run_1/metal_stack.png
Drawn at 2 px/µm. Only two layers are drawn.
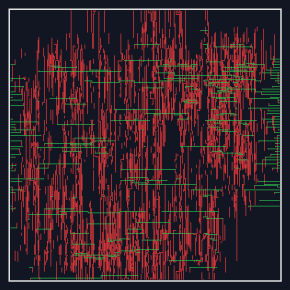
run_1/port_nets.png
Drawn at 2 px/µm.
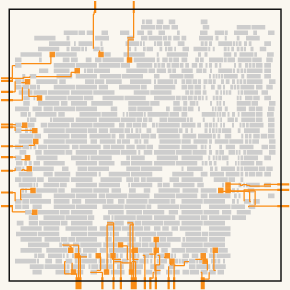
run_1/pins.png
Drawn at 3 px/µm. Pins as bars across the die edge, other pins in grey.
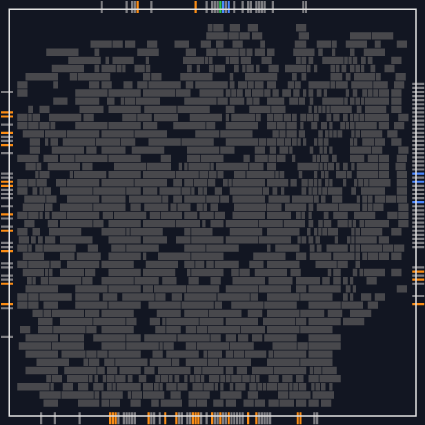
Design wb_arbiter_flat, sky130hd; sources not shown.
==> flow_metrics.py, run 1 <==
# Physical implementation metrics
metrics = {
    "power": {
        "p_comb_share_pct": 33.6,
        "clk-power_w": 0.000691,
        "peakVddDrop_mv": 0.144,
        "fin_total_pwr_w": 0.00257,
        "leakagePower_nw": 3.92,
    },
    "hold_path": {
        "whs_path_depth": 2,
    },
    "finish": {
        "fin_nets": 940,
        "drive_above_1_share_pct": 14.5,
        "mostFrequentLayoutCells": "clkdlybuf4s50_1, edfxtp_1, nand2_1",
        "fillCellCount": 1096,
    },
    "final_timing": {
        "rsz0062_at_grt": "no",
        "layout_setup_ws_ps": 7910,
    },
    "synthesis": {
        "synth.comb.largest_family": "AND-OR/OR-AND gates",
        "yosys.cell_count.top_type": "edfxtp_1",
        "xor_share_pct": 0.741,
        "synth_chip_area_um2": 9460,
        "yosysUniqueCellTypes": 62,
        "largest_area_cell": "edfxtp_1",
        "ys_ff": 226,
    },
    "outcome": {
        "status": "completed",
    },
    "route": {
        "dr.pass1.iters": 5,
        "top_layer": "met4",
        "wl_met3_um": 1850,
        "met2_length_um": 11500,
    },
    "cts": {
        "cts_buffers": 37,
    },
    "worst_setup_path": {
        "critPathKind": "in -> reg",
        "crit_arrival_ps": 3890,
        "max_stage_delay_ps": 710,
    },
    "placement": {
        "place_ws_ps": 7360,
    },
}
## Picture notes: metal_stack.png
met2 -> red  # wire length 11,500 µm
met3 -> green  # wire length 1,850 µm
final wirelength: 23,200 µm
total track usage: 25.7%
vias: 6,826
wire per inst: 21.0 µm

## Picture notes: port_nets.png
bus_alu_data -> orange  # bits 32, direction input, edge 16 bottom, 11 left, 3 right, 2 top, end cells 32, buffers 32, wire 700 µm
I/O Buffers: 155
# IOs: 156

## Picture notes: pins.png
bus_alu_data -> orange  # pins 32, direction input, edge 16 bottom, 11 left, 3 right, 2 top
bus_reg_write_dest -> blue  # pins 5, direction output, edge 3 right, 2 top
bus_mdu_ready -> green  # pins 1, direction output, edge top
all pins by edge = 50 bottom, 48 right, 32 left, 26 top
die height: 135 µm
Die X: 135 µm

--- run 2 (diff from run 1) ---
- CORE_UTILIZATION: 55 -> 50
- PLACE_DENSITY: 0.82 -> 0.79
- clock period: 11.63 -> 3.3 ns (I/O delays scaled with it)
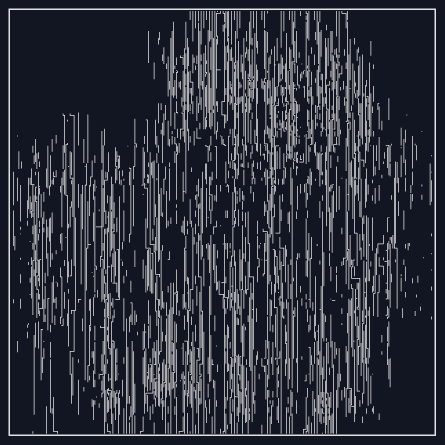
run_2/met2.png
Drawn at 3 px/µm.
longest straight run = 69.9 µm
share of all routed wire = 48%
main direction = vertical
nets with wire on the layer = 836
wire length on this layer = 11,200 µm
vias: 6,722
grt met2 use: 37.2%
final wirelength: 23,200 µm

==> run 2 against run 1 <==
  * First-iteration DRC count increased by 1.5%
  * Clock skew decreased by 2.2 ps
  * Core utilization decreased by 7.0 points
  * Area after synthesis unchanged
  * Register-to-register slack got worse by 7600 ps
  * Die size increased by 9.7%
  * Largest power group unchanged
==> flow_metrics.py, run 2 <==
# Physical implementation metrics
metrics = {
    "outcome": {
        "status": "completed",
    },
    "synthesis": {
        "synth_chip_area_um2": 9460,
        "xor_share_pct": 0.741,
        "synth.comb.largest_family": "AND-OR/OR-AND gates",
        "ys_ff": 226,
        "yosysUniqueCellTypes": 62,
        "synthSimpleGateAreaFrac_pct": 7.57,
        "yosys.cell_count.top_type": "edfxtp_1",
        "largest_area_cell": "edfxtp_1",
    },
    "placement": {
        "io_buffers": 155,
        "gp_congestion": 0.914,
        "place_ws_ps": 525,
    },
    "die": {
        "die_w_um": 142,
        "die_y_um": 142,
        "fp_util_pct": 50.7,
        "io_pins": 156,
        "core_um2": 18600,
    },
    "route": {
        "routedWlPerCell_um": 20.5,
        "top_layer": "met4",
        "dr.pass1.iters": 5,
        "wl_met3_um": 2000,
        "m1WireLength_um": 9460,
        "met2_length_um": 11200,
    },
    "finish": {
        "fillCellCount": 1388,
        "final-clk-cell-share_pct": 5.64,
        "seq_share_pct": 50.2,
        "fin_nets": 955,
        "mostFrequentLayoutCells": "clkdlybuf4s50_1, edfxtp_1, nand2_1",
        "drive_above_1_share_pct": 15.1,
    },
    "final_timing": {
        "rsz0062_at_grt": "no",
        "worstMarginPinSlew_ps": 1020,
        "setup_viol": 0,
        "layout_setup_ws_ps": 452,
    },
    "worst_setup_path": {
        "crit_arrival_ps": 3300,
        "max_stage_delay_ps": 540,
        "worst-path-buf-inv": 1,
        "critPathKind": "reg -> reg",
    },
    "power": {
        "p_comb_share_pct": 34.9,
        "maxPowerGroup": "registers",
        "power_density_nw_per_um2": 742,
        "clk-power_w": 0.00221,
        "leakagePower_nw": 3.98,
        "fin_total_pwr_w": 0.00889,
    },
    "job": {
        "max_cap_violations": 0,
    },
    "grt": {
        "top_usage_layer": "met2",
        "grt_antenna_before_repair": 0,
    },
    "cts": {
        "cts_buffers": 36,
    },
    "hold_path": {
        "whs_path_depth": 2,
    },
}
run_2/metal_stack.png
Drawn at 2 px/µm. Only two layers are drawn.
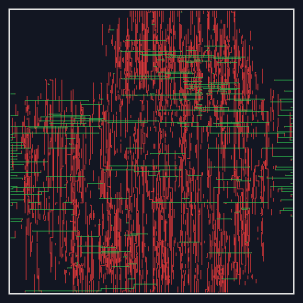

--- run 3 (diff from run 2) ---
- CORE_UTILIZATION: 50 -> 25
- PLACE_DENSITY: 0.79 -> default
- SLEW_MARGIN: 20 -> 30
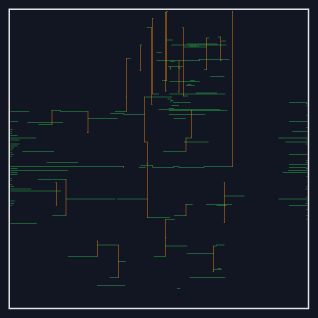
run_3/metal_stack.png
Drawn at 1.5 px/µm. Only two layers are drawn.
met3 -> green  # wire length 1,410 µm
met4 -> orange  # wire length 739 µm
total track usage: 13.5%
wire per inst: 18.7 µm
vias: 6,632
final wirelength: 26,500 µm

==> run 3 against run 2 <==
  * Area after synthesis stayed put
  * Register-to-register slack got worse by 60 ps
  * Wire length rose by 14%
  * Highest routed layer is now met5
  * Largest cell class unchanged
  * Core utilization decreased by 31 points
  * Synthesized cell count stayed put
==> flow_metrics.py, run 3 <==
# Physical implementation metrics
metrics = {
    "outcome": {
        "status": "completed",
    },
    "power": {
        "maxPowerGroup": "registers",
        "leakagePower_nw": 4.07,
        "clk-power_w": 0.00272,
        "fin_total_pwr_w": 0.00949,
        "swShare_pct": 36.0,
        "power_density_nw_per_um2": 756,
    },
    "worst_setup_path": {
        "max_stage_delay_ps": 480,
        "r2r_slack_ps": 390,
        "crit_arrival_ps": 3360,
        "worst-path-buf-inv": 1,
    },
    "synthesis": {
        "yosysUniqueCellTypes": 62,
        "synth.comb.largest_family": "AND-OR/OR-AND gates",
        "yosys.cell_count.top_type": "edfxtp_1",
        "largest_area_cell": "edfxtp_1",
        "synthSimpleGateAreaFrac_pct": 7.57,
        "xor_share_pct": 0.741,
        "ys_ff": 226,
    },
    "grt": {
        "grt_antenna_before_repair": 2,
        "top_usage_layer": "met2",
        "grt.met2_usage_pct": 22.3,
    },
    "die": {
        "io_pins": 156,
        "fp_util_pct": 25.2,
        "die_w_um": 198,
        "die_y_um": 198,
        "core_um2": 37500,
    },
    "job": {
        "max_cap_violations": 0,
    },
    "finish": {
        "seq_share_pct": 47.9,
        "fillCellCount": 3758,
        "final-clk-cell-share_pct": 6.86,
        "mostFrequentLayoutCells": "clkdlybuf4s50_1, edfxtp_1, nand2_1",
        "finalInstanceArea_um2": 12600,
    },
    "cts": {
        "cts_buffers": 39,
    },
    "placement": {
        "place_ws_ps": 357,
        "gp_congestion": 0.828,
        "io_buffers": 155,
    },
    "final_timing": {
        "rsz0062_at_grt": "no",
        "worstMarginPinSlew_ps": 1020,
        "finalSetupTns_ps": 0,
    },
    "route": {
        "dr.pass1.iters": 4,
        "top_layer": "met5",
        "wl_met3_um": 1410,
        "met2_length_um": 12800,
    },
    "hold_path": {
        "whs_path_depth": 4,
    },
}

==> screenshots <==
Cell outlines without signal wires.
(a)
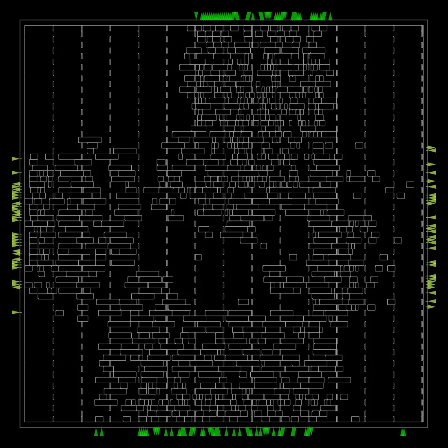
(b)
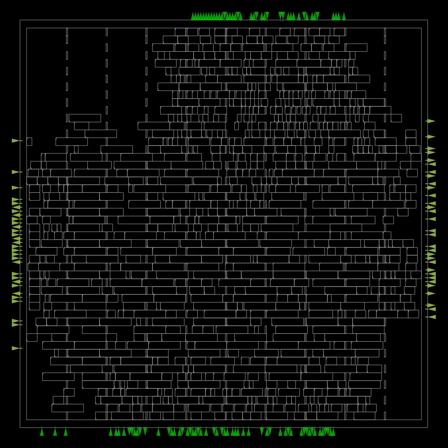
(c)
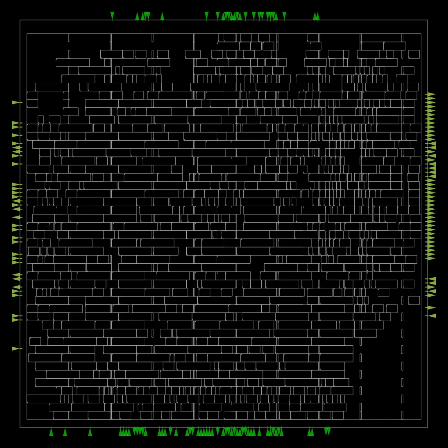
Of these, lowest utilization: (a)
Of these, most cells: (a)
| from | picture |
|---|---|
| run 2 | (b) |
| run 3 | (a) |
| run 1 | (c) |

Power and IR drop assume default switching activity.
